$ cat src/rtl/step_ctrl_pkg.sv
// Shared types and constants for the step controller.
package step_ctrl_pkg;

    // Encodings are visible on state_o, so they are fixed explicitly.
    typedef enum logic [1:0] {
        StIdle = 2'b00,
        StRun  = 2'b01,
        StStep = 2'b10
    } state_e;

    localparam int unsigned DEF_CLK_HZ  = 100_000_000;
    localparam int unsigned DEF_TICK_HZ = 1;
    localparam int unsigned DEF_DIV     = DEF_CLK_HZ / DEF_TICK_HZ;

    // Divider must be able to hold the ratio itself (cnt runs 0..N-1, div_reg holds N).
    function automatic int unsigned cnt_w_for(input int unsigned div);
        return $clog2(div + 1);
    endfunction

    localparam int unsigned DEF_CNT_W = cnt_w_for(DEF_DIV);

endpackage

$ cat src/rtl/step_controller_tick_counter.sv
// Period counter: counts 0..limit-1 while enabled, flags the last count.
module tick_counter #(
    parameter int unsigned CNT_W = 27
) (
    input  logic             in_clk,
    input  logic             rst_n,
    input  logic             en,
    input  logic             clr,
    input  logic [CNT_W-1:0] limit,
    output logic             wrap
);

    logic [CNT_W-1:0] cnt_q, cnt_d;

    assign wrap = en && (cnt_q == limit - CNT_W'(1));

    // Clear beats enable; wrap restarts the period at zero.
    always_comb begin
        cnt_d = cnt_q;
        if (clr) begin
            cnt_d = '0;
        end else if (en) begin
            cnt_d = wrap ? '0 : cnt_q + CNT_W'(1);
        end
    end

    // Period count register.
    always_ff @(posedge in_clk or negedge rst_n) begin
        if (!rst_n) begin
            cnt_q <= '0;
        end else begin
            cnt_q <= cnt_d;
        end
    end

endmodule

$ cat src/rtl/step_controller.sv
// Run/pause/single-step sequencer producing a one-cycle step_en clock enable.
module step_controller
    import step_ctrl_pkg::*;
#(
    parameter int unsigned CLK_HZ  = DEF_CLK_HZ,
    parameter int unsigned TICK_HZ = DEF_TICK_HZ,
    parameter int unsigned CNT_W   = DEF_CNT_W
) (
    input  logic             in_clk,
    input  logic             rst_n,
    input  logic             run_i,
    input  logic             step_req,
    input  logic             div_load,
    input  logic [CNT_W-1:0] div_val,
    output logic             step_en,
    output logic             out_clk,
    output logic             busy,
    output logic [1:0]       state_o,
    output logic [15:0]      step_cnt
);

    localparam logic [CNT_W-1:0] ResetDiv = CNT_W'(CLK_HZ / TICK_HZ);

    state_e           state_q;
    logic             step_en_q;
    logic             busy_q;
    logic             out_clk_q;
    logic [15:0]      step_cnt_q;
    logic [CNT_W-1:0] div_q;
    logic             run_en;
    logic             cnt_clr;
    logic             wrap;

    // Counter only advances while staying in RUN; anything else parks it at zero.
    assign run_en  = (state_q == StRun) && run_i;
    assign cnt_clr = div_load || !run_en;

    tick_counter #(
        .CNT_W (CNT_W)
    ) u_tick_counter (
        .in_clk (in_clk),
        .rst_n  (rst_n),
        .en     (run_en),
        .clr    (cnt_clr),
        .limit  (div_q),
        .wrap   (wrap)
    );

    // FSM with registered step_en and busy.
    always_ff @(posedge in_clk or negedge rst_n) begin
        if (!rst_n) begin
            state_q   <= StIdle;
            step_en_q <= 1'b0;
            busy_q    <= 1'b0;
        end else begin
            step_en_q <= 1'b0;
            case (state_q)
                StIdle: begin
                    if (run_i) begin
                        state_q <= StRun;
                        busy_q  <= 1'b1;
                    end else if (step_req) begin
                        state_q   <= StStep;
                        step_en_q <= 1'b1;
                        busy_q    <= 1'b1;
                    end
                end
                StRun: begin
                    if (!run_i) begin
                        state_q <= StIdle;
                        busy_q  <= 1'b0;
                    end else if (wrap && !div_load) begin
                        step_en_q <= 1'b1;
                    end
                end
                StStep: begin
                    state_q <= StIdle;
                    busy_q  <= 1'b0;
                end
                default: begin
                    state_q <= StIdle;
                    busy_q  <= 1'b0;
                end
            endcase
        end
    end

    // Divide ratio, LED toggle and pulse count; a zero ratio is treated as one.
    always_ff @(posedge in_clk or negedge rst_n) begin
        if (!rst_n) begin
            div_q      <= ResetDiv;
            out_clk_q  <= 1'b0;
            step_cnt_q <= '0;
        end else begin
            if (div_load) begin
                div_q <= (div_val == '0) ? CNT_W'(1) : div_val;
            end
            if (step_en_q) begin
                out_clk_q  <= ~out_clk_q;
                step_cnt_q <= step_cnt_q + 16'd1;
            end
        end
    end

    assign step_en  = step_en_q;
    assign out_clk  = out_clk_q;
    assign busy     = busy_q;
    assign state_o  = state_q;
    assign step_cnt = step_cnt_q;

endmodule

$ cat config.mk
export PLATFORM = sky130hd
export DESIGN_NAME = step_controller
export DESIGN_NICKNAME = d
export VERILOG_FILES = /design/src/rtl/step_ctrl_pkg.sv /design/src/rtl/step_controller_tick_counter.sv /design/src/rtl/step_controller.sv
export SDC_FILE = /design/constraint.sdc
export NUM_CORES = 1
export LEC_CHECK = 0
export ABC_AREA = 1
export CELL_PAD_IN_SITES_DETAIL_PLACEMENT = 0
export CELL_PAD_IN_SITES_GLOBAL_PLACEMENT = 1
export CORE_ASPECT_RATIO = 0.5
export CORE_MARGIN = 2
export CORE_UTILIZATION = 44
export CTS_BUF_LIST = sky130_fd_sc_hd__clkbuf_4
export DETAILED_ROUTE_END_ITERATION = 8
export PLACE_DENSITY_LB_ADDON = 0.1
export SLEW_MARGIN = 20
export SYNTH_ARGS = -nofsm -noshare
export SYNTH_HDL_FRONTEND = slang
export SYNTH_SLANG_ARGS = --single-unit
$ cat constraint.sdc
create_clock -name in_clk -period 2.95 [get_ports in_clk]
set_input_delay 0.59 -clock in_clk [delete_from_list [all_inputs] [get_ports in_clk]]
set_output_delay 0.59 -clock in_clk [all_outputs]
set_load 0.005 [all_outputs]
logic_types.png
Scale: 2 px per µm.
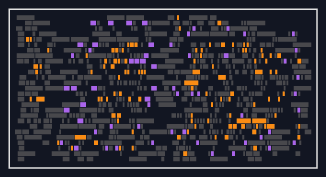
| family | colour | cells | most used |
|---|---|---|---|
| inverting AOI/OAI gates | purple | 59 | o21ai_0 |
| NOR gates | orange | 106 | nor2_1 |
multi-input logic portion of the cell area: 46.3%
tally of non-filler cells in the final layout: 841

clk_routes.png
Scale: 2 px per µm.
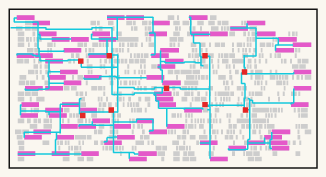
[flip-flops] magenta | count: 75
[clock drivers] red | count: 9
[clock wires] cyan | length: 1160 µm
routed clock nets: 10
flops lie: widely spread
Clk power: 701 µW
largest clock skew in the final design: 0.0144 ns

[cells by family (layout without fill, tap and decap cells)]
family / count (synthesis) / count (layout)
AND/OR/NAND/NOR: 355 / 355
AND-OR/OR-AND: 60 / 60
adder cells (fa/ha/maj): 3 / 3
multiplexers: 5 / 5
buffers and inverters: 91 / 149
flip-flops: 75 / 75
XOR/XNOR: 49 / 49
[per-layer routing]
layer | track usage, % | vias up | routed length (µm) | part of all wire [%]
met5 | 0 | - | 0 | 0
met4 | 3.89 | 0 | 86 | 0.71
met3 | 4.69 | 9 | 742 | 6.1
met2 | 31.4 | 103 | 4880 | 40
met1 | 34.0 | 1900 | 6480 | 53
li1 | - | 2151 | - | -
[cell type report]
class	instances	area, µm²
clock buffers	10	75.1
clock inverters	6	72.6
fillers	1094	5220
inverters	76	285
multi-input cells	472	2640
flip-flops and latches	75	1890
well taps	145	181
repair buffers	57	551
[Yosys cell counts, drive strengths merged]
master and count:
a21oi 26, a31oi 1, buf 5, clkbuf 10
dfrtp 63, dfstp 12, ha 3, inv 76
mux2 5, nand2 169, nand3 46, nand3b 9
nand4 14, nor2 82, nor3 13, nor3b 2
nor4 9, o211ai 2, o21a 1, o21ai 27
o21bai 2, o31ai 1, or2 9, or3 1
or3b 1, xnor2 19, xor2 29, xor3 1
[stage by stage]
step                      power, µW  std cells
after global routing           2730        841
after global placement         1870        825
after floorplan                1590        638
after detailed placement       1880        825
final                          2560        841
after CTS                      2580        841
[power by group through the flow]
stage / Clock [µW] / Combinational (µW) / Sequential (µW)
floorplan: 0 / 343 / 1250
global placement: 0 / 599 / 1270
detailed placement: 0 / 605 / 1270
CTS: 720 / 607 / 1260
global route: 774 / 682 / 1280
finish: 701 / 598 / 1260
[final timing paths]
| path | endpoint | slack, ns | cells past startpoint |
|---|---|---|---|
| min in group in_clk | out_clk | 0.48 | 1 |
| worst min-delay path | div_q[9] | 0.1 | 1 |
| worst min register to register | out_clk | 0.48 | 1 |
| worst max-delay path | u_tick_counter.cnt_q[5] | 0.48 | 11 |
| max in group asynchronous | div_q[23] | 2.12 | 2 |
| worst max register to register | u_tick_counter.cnt_q[5] | 0.48 | 11 |
[flip-flops by register name, summed over array words and instances (netlist names)]
signal                count
state_o                   2
u_tick_counter.cnt_q     27
busy                      1
step_cnt                 16
out_clk                   1
step_en                   1
div_q                    27
[worst reg2reg max path: stages (launching register included)]
cell and delay [ns]:
sky130_fd_sc_hd__dfrtp_1 0.43, sky130_fd_sc_hd__inv_1 0.10, sky130_fd_sc_hd__ha_1 0.23, sky130_fd_sc_hd__nand2_1 0.11, sky130_fd_sc_hd__nor2_1 0.10, sky130_fd_sc_hd__nand2_1 0.07, sky130_fd_sc_hd__nor2_1 0.21, sky130_fd_sc_hd__nand3_1 0.13
sky130_fd_sc_hd__xor2_1 0.18, sky130_fd_sc_hd__nand4_2 0.18, sky130_fd_sc_hd__nor2_8 0.47, sky130_fd_sc_hd__a21oi_1 0.14
==> run notes <==
On the backend side, the flow ran end to end.

The post-synthesis compound-gate area fraction stands at 7.77%. For this design, the slowest cell found on the critical path is sky130_fd_sc_hd__nor2_8. The final max-slew violation count stands at 0. The simple-gate portion of the synthesized area stands at 34.8%. The full die area stands at 0.0120 mm². The die extent in x stands at 153 µm. The biggest cell delay along the critical path stands at 0.47 ns. The count of H-tree levels built during CTS stands at 3. The pin slew with the least headroom to its limit stands at 0.530 ns.

In this run, the clock network consumes 27.4% of the power. The DRC violation total left in the routed layout is recorded as 0. The count of standard-cell rows stands at 27. According to the I/O placement log, the pin count is 53. The tool warning count for the run is 26. The power report attributes to the sequential group a share of 49.2%. The number of search-and-repair iterations in the first detailed-routing pass stands at 4.

The worst path uses 83.7% of the clock period. The layout stage reports a final design area of 0.00569 mm². The number of buffers inserted for hold repair after clock tree synthesis stands at 0. STA classifies the critical path startpoint as a flip-flop. The worst slew margin relative to its limit stands at 64.7%. Per the timing report, the most critical flop-to-flop path originates at div_q[0].

The number of global-route vias before repair is 4048. Per report_power, the combinational group accounts for 23.4% of the total. The mean number of vias per cell stands at 4.95.

Per the OpenROAD floorplan log, the area of the core is 0.0109 mm². Detailed routing inserted a total of 4163 vias. Among logic cells in the layout, the one with the most instances is sky130_fd_sc_hd__nand2_1. Per the gpl log, the routability congestion estimate is 0.869. The global-route congestion overflow total stands at 0. The total length of routed wires stands at 12200 µm.

The post-CTS setup buffer count stands at 0. The cell type that accounts for the most area after synthesis is sky130_fd_sc_hd__dfrtp_1. In this run the vertical extent of the chip is 78.6 µm. The total standard cell area after synthesis stands at 0.00490 mm². The share of the Yosys chip area taken by registers is 38.6%. The synthesized design devotes to its leading area cell type 32.2% of total area. After synthesis, the chip area reported by Yosys is 0.00490 mm². Setup repair after global routing left no endpoint under its margin. Prior to clock tree synthesis, the placed netlist has a worst setup slack of 0.466 ns. Across the VDD grid, the largest voltage drop is 0.468 mV.

The run finished with clean final reports. The number of instances in the synthesized netlist stands at 638. For the finished layout, the period the worst path requires is 2.47 ns. Grouping stages by cell kind, the critical path spends the most delay in simple AND/OR/NAND/NOR gates. The final layout reports a setup TNS of 0 ns. The total power per unit cell area stands at 449 mW/mm². After synthesis, the share of cell area in mux cells is 1.15%.

Grouping non-sequential cells by family puts the most area in simple AND/OR/NAND/NOR gates. Looking at the clock tree report, the maximum root-to-sink buffer count equals 2. In this run the worst setup path begins at div_q[0].

For this sky-water flow run, the detailed-routed wirelength per cell is reported as 14.5 µm. The number of I/O port buffers stands at 52. The area fraction in full adders, half adders and majority gates stands at 0.767%. For the worst-skew pair, the clock arrives at the later sink with an insertion delay of 0.45 ns. The count of antenna diodes in the layout stands at 0. For the worst setup path, the data arrival time is 2.79 ns. After the first detailed-routing iteration, the DRC count stood at 279. The tightest min-delay check is of the in2async type. The worst setup path is of the reg2reg kind. Summed over all nets, the half-perimeter wirelength after detailed placement is 9370 µm.

In this build the clock could be raised as far as 405 MHz. The tree is rooted in a sky130_fd_sc_hd__clkbuf_4. The cell count listed in synth_stat.txt stands at 638. The least setup slack across all paths after layout stands at 0.481 ns.

The main area contributors are sky130_fd_sc_hd__dfrtp_1 32%, sky130_fd_sc_hd__nand2_1 12%, sky130_fd_sc_hd__dfstp_2 6.4%. The net count of the finished layout is 726. In this run, post-CTS repair resized a total of 0 instances. The number of buffers and inverters on the critical path is 1. The cell area after placement stands at 0.00555 mm². The final tally of hold violations stands at 0. Global routing used 22.0% of the available tracks. The signal on the critical path passes through inv_1, ha_1, nand2_1, nor2_1, nand2_1, nor2_1, nand3_1, xor2_1, nand4_2, nor2_8, a21oi_1.

Nets still carrying antenna violations after routing amount to 0. The area added between synthesis and finish stands at 16.3%. The share of layout cells above drive strength 1 stands at 13.9%.

TritonCTS built the clock tree. The pin count of the biggest net entering global routing stands at 51. The CTS log lists the clock sinks for this run as 75. Per the cell usage report, the commonest logic cells after layout are 163 x sky130_fd_sc_hd__nand2_1, 76 x sky130_fd_sc_hd__inv_1, 65 x sky130_fd_sc_hd__nor2_1.

When the netlist entered floorplanning its net count stood at 673. The number of synthesized register bits stands at 75. The maximum fanout along the worst path stands at 28.
Power figures rest on the tool's default switching activity, not on a simulated workload.
